File: config.mk
export PLATFORM = sky130hd
export DESIGN_NAME = uart_rx
export DESIGN_NICKNAME = d
export VERILOG_FILES = /design/src/rtl/uart_rx.sv
export SDC_FILE = /design/constraint.sdc
export NUM_CORES = 1
export LEC_CHECK = 0
export CAP_MARGIN = 20
export CORE_MARGIN = 1.5
export CORE_UTILIZATION = 40
export CTS_CLUSTER_SIZE = 40
export DETAILED_ROUTE_END_ITERATION = 16
export PLACE_DENSITY = 0.68
export SETUP_SLACK_MARGIN = 0.2
export SLEW_MARGIN = 10
export SYNTH_ARGS = -nofsm -noshare
export SYNTH_HDL_FRONTEND = slang
export SYNTH_SLANG_ARGS = --single-unit
File: constraint.sdc
create_clock -name i_Clock -period 3.9 [get_ports i_Clock]
set_input_delay 0.78 -clock i_Clock [delete_from_list [all_inputs] [get_ports i_Clock]]
set_output_delay 0.78 -clock i_Clock [all_outputs]
set_load 0.01 [all_outputs]
File: src/rtl/uart_rx.sv
// uart_rx: 8N1 UART receiver that recovers bytes from an asynchronous, idle-high serial line.
// Latency: the strobe lands 9.5 bit times + 3 cycles after the start-bit falling edge.
//   With UART_RX_PARITY_EN it lands 10.5 bit times + 3 cycles after that edge.
// Backpressure: none. o_RX_DV is a one-cycle strobe, and the host must take o_RX_Byte then or
//   later (it is held).
//
// Optional feature macro: UART_RX_PARITY_EN (adds an even-parity bit between data and stop).
//
// Ports:
//   i_Clock          system clock, rising edge
//   i_Reset          asynchronous active-high reset
//   i_RX_Serial      serial line (asynchronous, idle high)
//   o_RX_DV          one-cycle strobe: o_RX_Byte is valid and the frame is good
//   o_RX_Byte        last good byte, held until the next good frame
//   o_RX_Active      high from the accepted start bit until the receiver returns to idle
//   o_RX_Frame_Err   one-cycle strobe: stop bit sampled low
//   o_RX_Parity_Err  one-cycle strobe: parity mismatch (constant 0 without UART_RX_PARITY_EN)
`timescale 1ns/1ps

module uart_rx #(
  parameter int CLKS_PER_BIT = 217
) (
  input  logic       i_Clock,
  input  logic       i_Reset,
  input  logic       i_RX_Serial,
  output logic       o_RX_DV,
  output logic [7:0] o_RX_Byte,
  output logic       o_RX_Active,
  output logic       o_RX_Frame_Err,
  output logic       o_RX_Parity_Err
);

  localparam int CW = $clog2(CLKS_PER_BIT);
  localparam logic [CW-1:0] HALF_CNT = CW'((CLKS_PER_BIT - 1) / 2);
  localparam logic [CW-1:0] LAST_CNT = CW'(CLKS_PER_BIT - 1);

`ifdef UART_RX_PARITY_EN
  typedef enum logic [2:0] {
    S_IDLE, S_START, S_DATA, S_PARITY, S_STOP, S_CLEANUP
  } state_t;
`else
  typedef enum logic [2:0] {
    S_IDLE, S_START, S_DATA, S_STOP, S_CLEANUP
  } state_t;
`endif

  // Two-flop synchroniser. It resets to the idle level so that leaving reset never looks
  // like a start bit.
  logic r_rx_meta;
  logic r_rx_s;

  state_t          r_state,   w_state_nxt;
  logic [CW-1:0]   r_clk_cnt, w_cnt_nxt;
  logic [2:0]      r_bit_idx, w_idx_nxt;
  logic [7:0]      r_data,    w_data_nxt;
  logic [7:0]      r_byte,    w_byte_nxt;
  logic            r_dv,      w_dv_nxt;
  logic            r_ferr,    w_ferr_nxt;
  logic            r_active,  w_active_nxt;
`ifdef UART_RX_PARITY_EN
  logic            r_par,     w_par_nxt;
  logic            r_perr,    w_perr_nxt;
  logic            w_par_bad;
`endif

  always_ff @(posedge i_Clock or posedge i_Reset) begin
    if (i_Reset) begin
      r_rx_meta <= 1'b1;
      r_rx_s    <= 1'b1;
    end else begin
      r_rx_meta <= i_RX_Serial;
      r_rx_s    <= r_rx_meta;
    end
  end

  always_ff @(posedge i_Clock or posedge i_Reset) begin
    if (i_Reset) begin
      r_state   <= S_IDLE;
      r_clk_cnt <= '0;
      r_bit_idx <= 3'd0;
      r_data    <= 8'h00;
      r_byte    <= 8'h00;
      r_dv      <= 1'b0;
      r_ferr    <= 1'b0;
      r_active  <= 1'b0;
`ifdef UART_RX_PARITY_EN
      r_par     <= 1'b0;
      r_perr    <= 1'b0;
`endif
    end else begin
      r_state   <= w_state_nxt;
      r_clk_cnt <= w_cnt_nxt;
      r_bit_idx <= w_idx_nxt;
      r_data    <= w_data_nxt;
      r_byte    <= w_byte_nxt;
      r_dv      <= w_dv_nxt;
      r_ferr    <= w_ferr_nxt;
      r_active  <= w_active_nxt;
`ifdef UART_RX_PARITY_EN
      r_par     <= w_par_nxt;
      r_perr    <= w_perr_nxt;
`endif
    end
  end

`ifdef UART_RX_PARITY_EN
  // Even parity: the data bits and the parity bit must XOR to zero.
  assign w_par_bad = ^{r_data, r_par};
`endif

  always_comb begin
    w_state_nxt  = r_state;
    w_cnt_nxt    = r_clk_cnt;
    w_idx_nxt    = r_bit_idx;
    w_data_nxt   = r_data;
    w_byte_nxt   = r_byte;
    w_active_nxt = r_active;
    // Strobes default low, so any strobe raised in STOP lasts exactly one cycle.
    w_dv_nxt     = 1'b0;
    w_ferr_nxt   = 1'b0;
`ifdef UART_RX_PARITY_EN
    w_par_nxt    = r_par;
    w_perr_nxt   = 1'b0;
`endif
    case (r_state)
      S_IDLE: begin
        w_cnt_nxt = '0;
        w_idx_nxt = 3'd0;
        if (!r_rx_s) w_state_nxt = S_START;
      end
      S_START: begin
        // Recheck the line at mid start bit. If it has gone high, treat it as a glitch.
        if (r_clk_cnt == HALF_CNT) begin
          w_cnt_nxt = '0;
          if (!r_rx_s) begin
            w_active_nxt = 1'b1;
            w_state_nxt  = S_DATA;
          end else begin
            w_state_nxt  = S_IDLE;
          end
        end else begin
          w_cnt_nxt = r_clk_cnt + 1'b1;
        end
      end
      S_DATA: begin
        if (r_clk_cnt < LAST_CNT) begin
          w_cnt_nxt = r_clk_cnt + 1'b1;
        end else begin
          w_cnt_nxt  = '0;
          // LSB arrives first. Shifting in from the top leaves it in bit 0 after eight bits.
          w_data_nxt = {r_rx_s, r_data[7:1]};
          if (r_bit_idx == 3'd7) begin
            w_idx_nxt   = 3'd0;
`ifdef UART_RX_PARITY_EN
            w_state_nxt = S_PARITY;
`else
            w_state_nxt = S_STOP;
`endif
          end else begin
            w_idx_nxt = r_bit_idx + 3'd1;
          end
        end
      end
`ifdef UART_RX_PARITY_EN
      S_PARITY: begin
        if (r_clk_cnt < LAST_CNT) begin
          w_cnt_nxt = r_clk_cnt + 1'b1;
        end else begin
          w_cnt_nxt   = '0;
          w_par_nxt   = r_rx_s;
          w_state_nxt = S_STOP;
        end
      end
`endif
      S_STOP: begin
        if (r_clk_cnt < LAST_CNT) begin
          w_cnt_nxt = r_clk_cnt + 1'b1;
        end else begin
          w_cnt_nxt   = '0;
          w_state_nxt = S_CLEANUP;
          // A framing error outranks a parity error. Only the first applicable strobe fires.
          if (!r_rx_s) begin
            w_ferr_nxt = 1'b1;
`ifdef UART_RX_PARITY_EN
          end else if (w_par_bad) begin
            w_perr_nxt = 1'b1;
`endif
          end else begin
            w_byte_nxt = r_data;
            w_dv_nxt   = 1'b1;
          end
        end
      end
      S_CLEANUP: begin
        w_active_nxt = 1'b0;
        // Wait for the line to be high, so that a held-low break cannot start a phantom frame.
        if (r_rx_s) w_state_nxt = S_IDLE;
      end
      default: begin
        w_state_nxt = S_IDLE;
      end
    endcase
  end

  assign o_RX_DV        = r_dv;
  assign o_RX_Byte      = r_byte;
  assign o_RX_Active    = r_active;
  assign o_RX_Frame_Err = r_ferr;
`ifdef UART_RX_PARITY_EN
  assign o_RX_Parity_Err = r_perr;
`else
  assign o_RX_Parity_Err = 1'b0;
`endif

endmodule

==> GITHUB_STEP_SUMMARY, run 1 <==
## Implementation flow summary

| Metric | Value |
|---|---|
| Peak supply drop | `0.000288 V` |
| Slowest cell delay on critical path | `0.54 ns` |
| Antenna Cells | `0` |
| Yosys Instances | `130` |
| FF-to-FF setup slack | `2.08 ns` |
| RSZ-0062 raised after global routing | `false` |
| Chip Area, Yosys | `1560 um2` |
| Most numerous cell in the Yosys netlist | `dfrtp_1` |
| Most used flip-flop cell | `dfrtp_1` |
| Initial drt markers | `12` |
| Total clock sinks | `35` |
| Clk_skew | `0.00712 ns` |
| Reg2reg start | `r_clk_cnt[3]` |
| Post-layout period usage | `50.6%` |
| Final setup viols | `0` |
| HP Class | `flop to flop` |
| Area growth, synth to finish | `19.6%` |
| Wire length per cell | `13.5 um` |
| Worst r2r path cells | `4` |
| PnR worst setup slack | `1.93 ns` |
| H-tree Lvls | `2` |
| Tool Warnings | `27` |
| Die W | `65.4 um` |
| Pin count of the biggest net entering global routing | `36` |
| Synth Net Count | `137` |
| Max Clk Rate | `0.507 GHz` |
| Outcome | `finished, final reports clean` |
| Design Power | `0.760 mW` |
| Die Area | `4280 um2` |
| Post-CTS sizing | `0` |
| Post-route ant nets | `0` |
| Syn Inst Count | `130` |
| Slew Limit Fails | `0` |
| CP max stage cell | `clkdlybuf4s50_1` |
| Final net count | `152` |
| Critical path class | `flop to output pin` |
| Placer Congestion | `0.810` |
| Distinct cell type count after synthesis | `42` |
| CTS max path bufs | `2` |
| Crit path capture | `o_RX_Active` |
| Pre-Place Util | `42.2%` |
| CP startpoint | `o_RX_Active` |
| Layout cells sized above 1 | `21.2%` |
| Synth top cells by count | `33 x dfrtp_1, 17 x mux2_2, 12 x nor2_1` |
| Total GRT Usage | `14.5%` |
| CTS root buf | `clkbuf_8` |
| Final TNS setup | `0 ns` |
| Clk_lat worst skew | `0.29 ns` |
| Vert. Die Dim | `65.4 um` |
| Post-DP HPWL | `1.84 mm` |
| Minimum clock period | `1.97 ns` |
| Mapped Avg Cell Area | `12.0 um2` |
| Drt pass-1 iters | `4` |
| Pre-CTS setup slack | `2.09 ns` |
| Top delay family on crit path | `buffers and inverters` |
| CP Cell Sequence | `clkdlybuf4s50_1` |
| Fin Hold WS | `0.358 ns` |
| Area of the mapped netlist | `1560 um2` |
| Reg-to-Reg End | `r_data[7]` |
| Post-CTS Setup Inserts | `0` |
| Number of buffers and inverters on the critical path | `1` |
| Pwr dens | `408 nW/um2` |
| Post-synth regs | `35` |
| Warnings, synthesis | `0` |
| DRC viols | `0` |
| Worst-path clk slew | `0.07 ns` |
| Leak | `0.859 nW` |
| Grt total ovfl | `0` |
| Initial antenna violation count | `0` |
| Instance count on the critical path | `1` |
| Max_cap viols | `0` |
| Final Hold Violation Tally | `0` |
| First-pass GRT wire length | `4.58 mm` |
| Required time of the worst setup path | `3.12 ns` |
| TritonCTS clock tree | `done` |
| CTS Hold Bufs | `0` |
| Total CTS buffers | `5` |
| Top cell area share | `53.0%` |
run 1: registers in the layout (all words and copies together) (netlist names):
name and count:
r_rx_s 1, r_clk_cnt 8, r_rx_meta 1, o_RX_Frame_Err 1, o_RX_Active 1, o_RX_Byte 8, o_RX_DV 1, r_data 8
r_state 3, r_bit_idx 3
run 1: power breakdown:
part | leakage (nW) | total (mW) | switching, mW | internal [mW]
clock network | 0.0644 | 0.384 | 0.129 | 0.255
logic | 0.327 | 0.00995 | 0.00734 | 0.00261
registers | 0.467 | 0.366 | 0.00122 | 0.365
run 1: stage by stage:
step	instances	utilization, %	area, um2
detailed placement	186	46.8	1730
floorplan	130	-	1560
finish	194	50.5	1860
CTS	194	50.5	1860
global route	194	50.5	1860
global placement	186	46.8	1730
run 1: worst min path at each step:
stage	startpoint	endpoint	cells past startpoint
after floorplan	r_rx_meta	r_rx_s	0
after global placement	r_rx_meta	r_rx_s	0
after detailed placement	r_rx_meta	r_rx_s	0
after CTS	r_rx_meta	r_rx_s	0
after global routing	r_rx_meta	r_rx_s	0
final	r_rx_meta	r_rx_s	0
run 1: layer usage:
| metal | global-route usage [%] | vias up | part of all wire (%) |
|---|---|---|---|
| met5 | 0 | - | 0 |
| met4 | 7.03 | 0 | 1.6 |
| met3 | 4.97 | 6 | 3.8 |
| met2 | 22.3 | 16 | 49 |
| met1 | 18.2 | 507 | 46 |
| li1 | - | 485 | - |
run 1: cell type report:
type / instances / area [um2]
fillers: 340 / 1830
well taps: 48 / 60.1
multi-input cells: 83 / 628
inverters: 6 / 22.5
clock buffers: 5 / 68.8
repair buffers: 14 / 138
clock inverters: 3 / 67.6
flip-flops and latches: 35 / 878
run 1: placed cells by master, fill, tap and decap left out, types with 2 or more instances in the layout:
cell and n:
inv_1 6, bufinv_16 2, nand2_1 8, dfstp_2 2
xnor2_1 3, clkdlybuf4s50_1 13, dfrtp_1 33, nand3_1 2
and3_1 2, mux2_2 17, nor2_1 12, a22o_1 2
clkbuf_8 5, o21ai_0 5, ha_1 4, a21oi_1 3
run 1: logic make-up (layout without fill, tap and decap cells):
group	Yosys count	after routing	share of synthesized area, %
AOI/OAI and AO/OA	20	20	9.16
xor gates and xnor gates	4	4	2.25
adders and majority gates	4	4	3.21
muxes	18	18	12.9
buffers and inverters	12	28	3.29
other	1	1	0.241
DFF	35	35	56.4
and+or+nand+nor	36	36	12.5
Run 1, placement view:
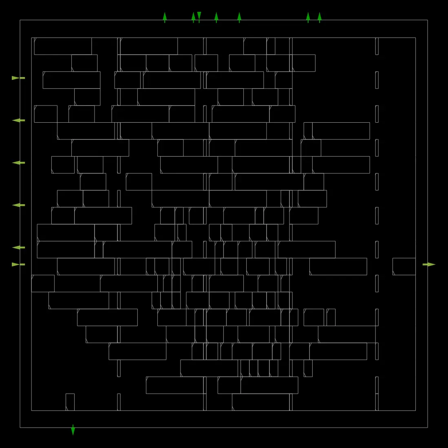
Layout fillers: 340
# rows: 22

Run 1, M2 wires:
Cells faint in the background.
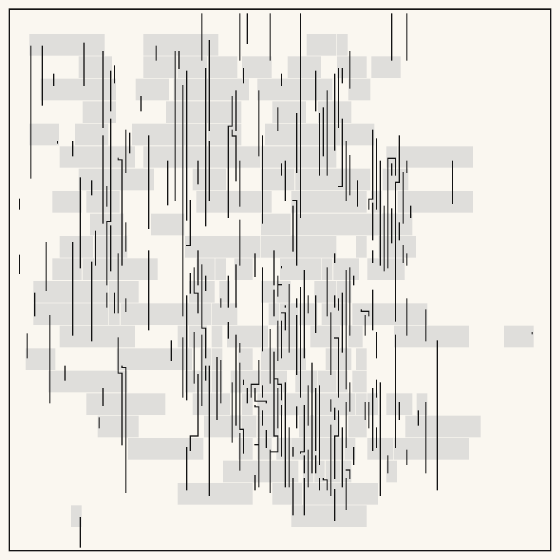
The layer carries 1280 um of wire. The longest straight run is 27.9 um.
Total Wirelength: 2.63 mm
via count: 1014

Run 1, wires at chosen ports, followed through buffers:
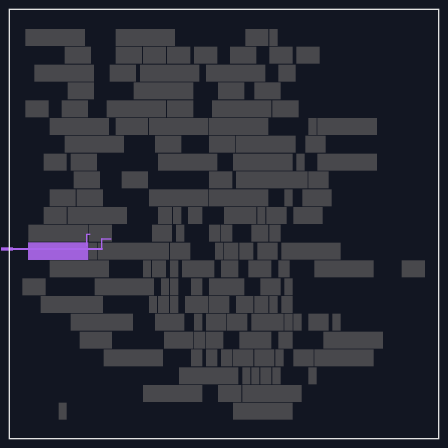
Key: o_RX_Frame_Err = purple [bits 1, direction output, edge left, end cells 1, wire 18.6 um]
Ports: 15
Buffers on Ports: 13

Run 1, signal wires on met3:
Bar = 20 um.
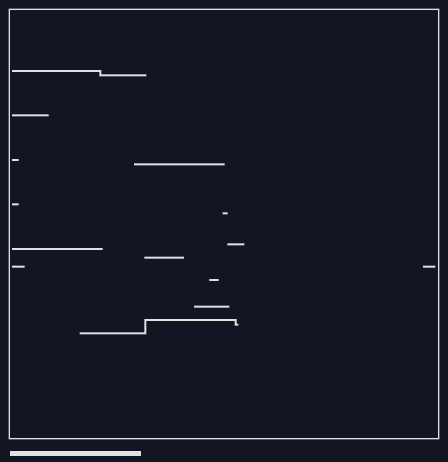

==> inputs of run 2 (changes only) <==
==> constraint.sdc (replaced) <==
create_clock -name i_Clock -period 2.01 [get_ports i_Clock]
set_input_delay 0.402 -clock i_Clock [delete_from_list [all_inputs] [get_ports i_Clock]]
set_output_delay 0.402 -clock i_Clock [all_outputs]
set_load 0.01 [all_outputs]
Run 2, signal wires on met3:
Bar = 20 um.
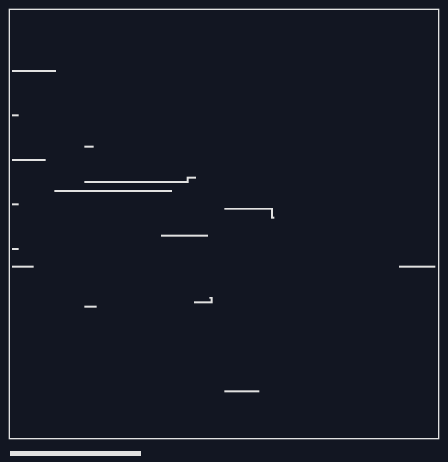
11 nets have wire on it. The layer carries 83.7 um of wire.
Total Wirelength: 2.63 mm
via count: 1045
grt met3 use: 3.60%

Run 2, wires at chosen ports, followed through buffers:
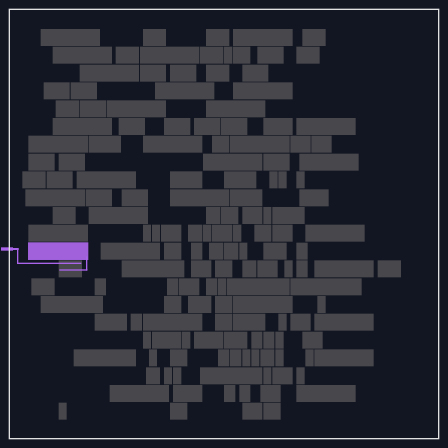

==> run 2 against run 1 <==
  * Area after synthesis unchanged
  * Via count up 3.1%
  * Largest power group is now registers
  * Hold slack about the same
  * Critical endpoint is now r_state[1]
==> GITHUB_STEP_SUMMARY, run 2 <==
## Implementation flow summary

| Metric | Value |
|---|---|
| Final Hold Violation Tally | `0` |
| Comb. cell area | `644 um2` |
| Placed Area | `1750 um2` |
| Area fraction in xor and xnor cells | `2.25%` |
| Die Area | `4280 um2` |
| TritonCTS clock tree | `done` |
| Mux share | `12.9%` |
| Pin count of the biggest net entering global routing | `36` |
| Max_cap viols | `0` |
| CTS root buf | `clkbuf_8` |
| Post-DP HPWL | `1.78 mm` |
| Basic Gates by Area | `12.5%` |
| CP Cell Sequence | `nand4_1, or4b_4, or3_1, a21oi_1` |
| Post-synth regs | `35` |
| Final net count | `161` |
| Design Area, Final | `1930 um2` |
| Required time of the worst setup path | `2.21 ns` |
| H-tree Lvls | `2` |
| DRC viols | `0` |
| Synth top cells by count | `33 x dfrtp_1, 17 x mux2_2, 12 x nor2_1` |
| Area of the mapped netlist | `1560 um2` |
| Wire length per cell | `13.0 um` |
| Outcome | `finished, final reports clean` |
| Chip Area, Yosys | `1560 um2` |
| Syn Inst Count | `130` |
| Top cell area share | `53.0%` |
| CP max stage cell | `or4b_4` |
| Total GRT Usage | `13.7%` |
| Post-route ant nets | `0` |
| Initial drt markers | `15` |
| Minimum clock period | `1.74 ns` |
| Critical path class | `flop to flop` |
| Clk_lat worst skew | `0.28 ns` |
| CTS Hold Bufs | `0` |
| Commonest Layout Cell | `dfrtp_1` |
| Top non-seq family | `multiplexers` |
| Area growth, synth to finish | `23.9%` |
| RSZ-0062 raised after global routing | `false` |
| Most numerous cell in the Yosys netlist | `dfrtp_1` |
| Drt pass-1 iters | `4` |
| # rows | `22` |
| Synth Net Count | `137` |
| Initial antenna violation count | `0` |
| Total CTS buffers | `5` |
| Die W | `65.4 um` |
| Post-layout period usage | `86.7%` |
| Top Layout Cells | `31 x dfrtp_1, 17 x mux2_2, 13 x clkdlybuf4s50_1` |
| Adder Share, Synth | `3.21%` |
| Final setup viols | `0` |
| Post-Synth AOI/OAI Area | `9.16%` |
| Slowest cell delay on critical path | `0.61 ns` |
| Placer Congestion | `0.760` |
| CTS max path bufs | `2` |
| Worst-path clk slew | `0.07 ns` |
| Layout fillers | `330` |
| Pre-Place Util | `42.2%` |
| Pwr dens | `711 nW/um2` |
| Peak supply drop | `0.000459 V` |
| Warnings, synthesis | `0` |
| Final TNS setup | `0 ns` |
| Distinct cell type count after synthesis | `42` |
| Layout cells sized above 1 | `27.7%` |
| Grt total ovfl | `0` |
| Max Clk Rate | `0.574 GHz` |
run 2: layout make-up:
class / instances / share of cell area, %
sequential: 35 / 45.6
multi-input combinational: 83 / 33.4
timing repair buffer: 23 / 10.6
clock buffer: 6 / 4.28
tap: 48 / 3.11
clock inverter: 2 / 1.81
inverter: 6 / 1.17
run 2: worst max-delay path, delay by kind of cell (launching register included):
kind               cells  cell delay [ns]
AOI/OAI and AO/OA      1             0.13
DFF                    1             0.41
and+or+nand+nor        3             1.13
run 2: path summary, 6_finish.rpt:
check	to	start	depth (start not counted)	slack [ns]
worst max-delay path	r_state[1]	r_clk_cnt[5]	4	0.27
worst min-delay path	r_rx_s	r_rx_meta	0	0.36
worst max register to register	r_state[1]	r_clk_cnt[5]	4	0.27
worst min register to register	r_rx_s	r_rx_meta	0	0.36
max in group asynchronous	r_rx_meta	i_Reset	3	1.14
min in group asynchronous	o_RX_Byte[1]	i_Reset	3	0.52
run 2: metrics by stage:
stage	setup slack, ns	total power [mW]	instances	utilization (%)
floorplan	0.396	0.736	130	-
global placement	0.232	0.743	189	47.4
detailed placement	0.205	0.744	189	47.4
CTS	0.195	1.39	197	50.7
global route	0.190	1.41	203	52.3
finish	0.267	1.37	203	52.3
run 2: repair_timing:
item,4_1_cts,5_1_grt
pin swaps,0,2
endpoints found under the setup margin,2,9
setup buffers,0,6
gates resized,1,3
run 2: per-layer routing:
metal  track usage (%)  share of wire (%)  vias to the layer above
li1                  -                  -                      509
met1              18.4                 49                      513
met2              20.9                 46                       18
met3              3.60                3.2                        5
met4              6.25                1.6                        0
met5                 0                  0                        -
run 2: cell families (layout without fill, tap and decap cells):
| logic type | after synthesis | after routing |
|---|---|---|
| compound gates | 20 | 20 |
| xor+xnor | 4 | 4 |
| fa+ha+maj | 4 | 4 |
| buf+inv | 12 | 37 |
| flops | 35 | 35 |
| mux | 18 | 18 |
| other cells | 1 | 1 |
| simple gates | 36 | 36 |
run 2: report_power, final:
part | total (mW) | internal, mW | switching, mW
Sequential | 0.710 | 0.708 | 0.00235
Clock | 0.642 | 0.401 | 0.241
Combinational | 0.0198 | 0.00507 | 0.0147
Run 2, placement by cell class:
Fill, decap, tap and diode cells in grey.
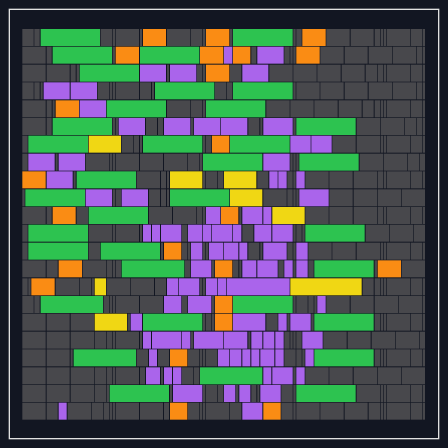

==> inputs of run 3 (changes only) <==
--- a/config.mk
+++ b/config.mk
@@ -6,7 +6,7 @@
 export NUM_CORES = 1
 export LEC_CHECK = 0
 export CAP_MARGIN = 20
-export CORE_MARGIN = 1.5
+export CORE_MARGIN = 10
 export CORE_UTILIZATION = 40
 export CTS_CLUSTER_SIZE = 40
 export DETAILED_ROUTE_END_ITERATION = 16
==> constraint.sdc (replaced) <==
create_clock -name i_Clock -period 2.1 [get_ports i_Clock]
set_input_delay 0.42 -clock i_Clock [delete_from_list [all_inputs] [get_ports i_Clock]]
set_output_delay 0.42 -clock i_Clock [all_outputs]
set_load 0.01 [all_outputs]
Run 3, placement by cell class:
Fill, decap, tap and diode cells in grey.
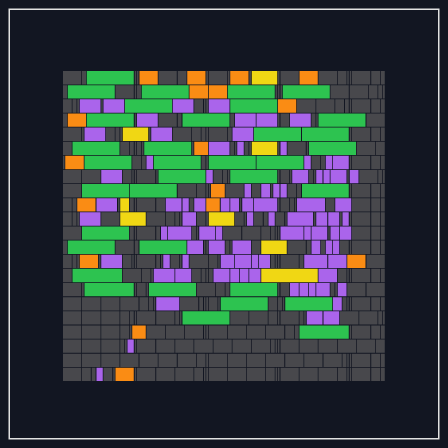
Key: remaining logic cells = purple [cells 89, share of their area 36%]; clock drivers and dummy loads = yellow [cells 8, share of their area 6.5%]; registers = green [cells 35, share of their area 48%]; remaining buffers and delay cells = orange [cells 17, share of their area 8.8%]

==> run 3 against run 2 <==
  * Sequential power fell by 4.2%
  * Register-to-register slack improved by 0.04 ns
  * Hold slack barely moved
  * Largest power group unchanged
==> GITHUB_STEP_SUMMARY, run 3 <==
## Implementation flow summary

| Metric | Value |
|---|---|
| Pwr dens | `699 nW/um2` |
| Final core utilization | `50.5%` |
| Total clock sinks | `35` |
| Clk_skew | `0.00416 ns` |
| Post-layout period usage | `85.2%` |
| Commonest Layout Cell | `dfrtp_1` |
| Top non-seq family | `multiplexers` |
| RSZ-0062 raised after global routing | `false` |
| Initial antenna violation count | `0` |
| Outcome | `finished, final reports clean` |
| Layout cells sized above 1 | `25.5%` |
| Area fraction in xor and xnor cells | `2.25%` |
| Reg-to-Reg End | `r_state[1]` |
| Leak | `0.868 nW` |
| CTS root buf | `clkbuf_8` |
| Warnings, synthesis | `0` |
| Slew Limit Fails | `0` |
| H-tree Lvls | `2` |
| Synth top cells by count | `33 x dfrtp_1, 17 x mux2_2, 12 x nor2_1` |
| Combinational power share | `1.4%` |
| Pin count of the biggest net entering global routing | `36` |
| Worst-path clk slew | `0.07 ns` |
| # rows | `22` |
| Final TNS setup | `0 ns` |
| Int Power | `1.07 mW` |
| Max_cap viols | `0` |
| Area growth, synth to finish | `20.5%` |
| Vert. Die Dim | `82.4 um` |
| Area of the mapped netlist | `1560 um2` |
| HP Class | `flop to flop` |
| Initial drt markers | `88` |
| Post-CTS Setup Inserts | `0` |
| Most numerous cell in the Yosys netlist | `dfrtp_1` |
| Worst Hold Endpoint | `r_rx_s` |
| Tool Warnings | `27` |
| Switching Power | `0.246 mW` |
| CP Cell Sequence | `inv_1, ha_1, or4b_4, or3_1, a21oi_1` |
| Final setup viols | `0` |
| TritonCTS clock tree | `done` |
| Buffers on Ports | `13` |
| Drt pass-1 iters | `4` |
| Adder Share, Synth | `3.21%` |
| FF-to-FF setup slack | `0.31 ns` |
| Reg2reg start | `r_clk_cnt[0]` |
| Switching part of the total | `18.8%` |
| Peak supply drop | `0.000463 V` |
| Grt total ovfl | `0` |
| Basic Gates by Area | `12.5%` |
| Wire length per cell | `14.3 um` |
| Yosys Instances | `130` |
| DRC viols | `0` |
| Final Hold Violation Tally | `0` |
| Synth Net Count | `137` |
| Design Power | `1.31 mW` |
| PnR worst setup slack | `0.311 ns` |
| First-pass GRT wire length | `5.04 mm` |
| Via count | `1022` |
| Worst r2r path cells | `5` |
| Mux share | `12.9%` |
| Top delay family on crit path | `simple AND/OR/NAND/NOR gates` |
| Placed Area | `1750 um2` |
| Max Clk Rate | `0.559 GHz` |
| Post-route ant nets | `0` |
| Final net count | `155` |
Run 3, wires at chosen ports, followed through buffers:
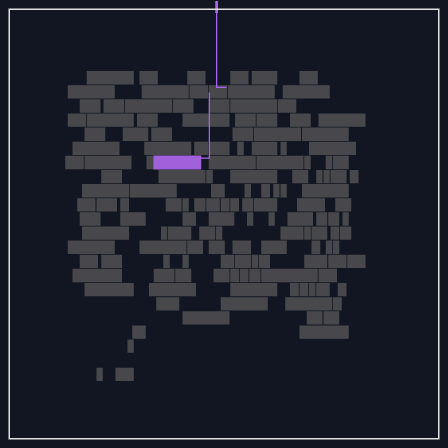

-- run 3: cell counts after synthesis --
Identical to the previous run, type by type.
-- run 3: through the flow --
step,cells,hold slack (ns)
after global routing,197,0.365
after detailed placement,189,0.350
after CTS,197,0.360
final,197,0.359
after floorplan,130,0.345
after global placement,189,0.348
-- run 3: cell families (layout without fill, tap and decap cells) --
| group | after synthesis | in the layout |
|---|---|---|
| fa+ha+maj | 4 | 4 |
| simple gates | 36 | 36 |
| compound gates | 20 | 20 |
| xor+xnor | 4 | 4 |
| mux | 18 | 18 |
| buf+inv | 12 | 31 |
| other cells | 1 | 1 |
| flops | 35 | 35 |
-- run 3: power groups by stage --
stage          clock (mW)  combinational (mW)  sequential [mW]
6_report            0.614              0.0188            0.680
5_1_grt             0.666              0.0220            0.680
4_1_cts             0.627              0.0199            0.680
3_5_place_dp            0              0.0199            0.692
3_3_place_gp            0              0.0193            0.692
2_1_floorplan           0              0.0125            0.692
-- run 3: worst max path at each step --
stage                            start         end  cells after the start
after floorplan           r_clk_cnt[2]  r_state[1]                      4
after global placement    r_clk_cnt[0]  r_state[1]                      5
after detailed placement  r_clk_cnt[2]  r_state[1]                      4
after CTS                 r_clk_cnt[2]  r_state[1]                      4
after global routing      r_clk_cnt[0]  r_state[1]                      5
final                     r_clk_cnt[0]  r_state[1]                      5
-- run 3: area by class of cell --
type	instances	area, um2	share of cell area (%)
clock inverters	2	35.0	1.87
flip-flops and latches	35	880	46.9
multi-input cells	83	637	33.9
clock buffers	6	82.6	4.40
inverters	6	22.5	1.20
well taps	48	60.1	3.20
repair buffers	17	160	8.53
-- run 3: timing repair --
action                                  4_1_cts  5_1_grt
gates resized                                 0        4
endpoints found under the setup margin        0       17
hold buffers                                  0        0
-- run 3: layer usage --
layer  track usage (%)  wire length (um)  vias up
met4              3.06                17        0
li1                  -                 -      496
met3              4.64               126        2
met2              15.2              1400       18
met1              11.3              1270      506
met5                 0                 0        -
No activity file was given, so power comes from the tool's default toggle rates.
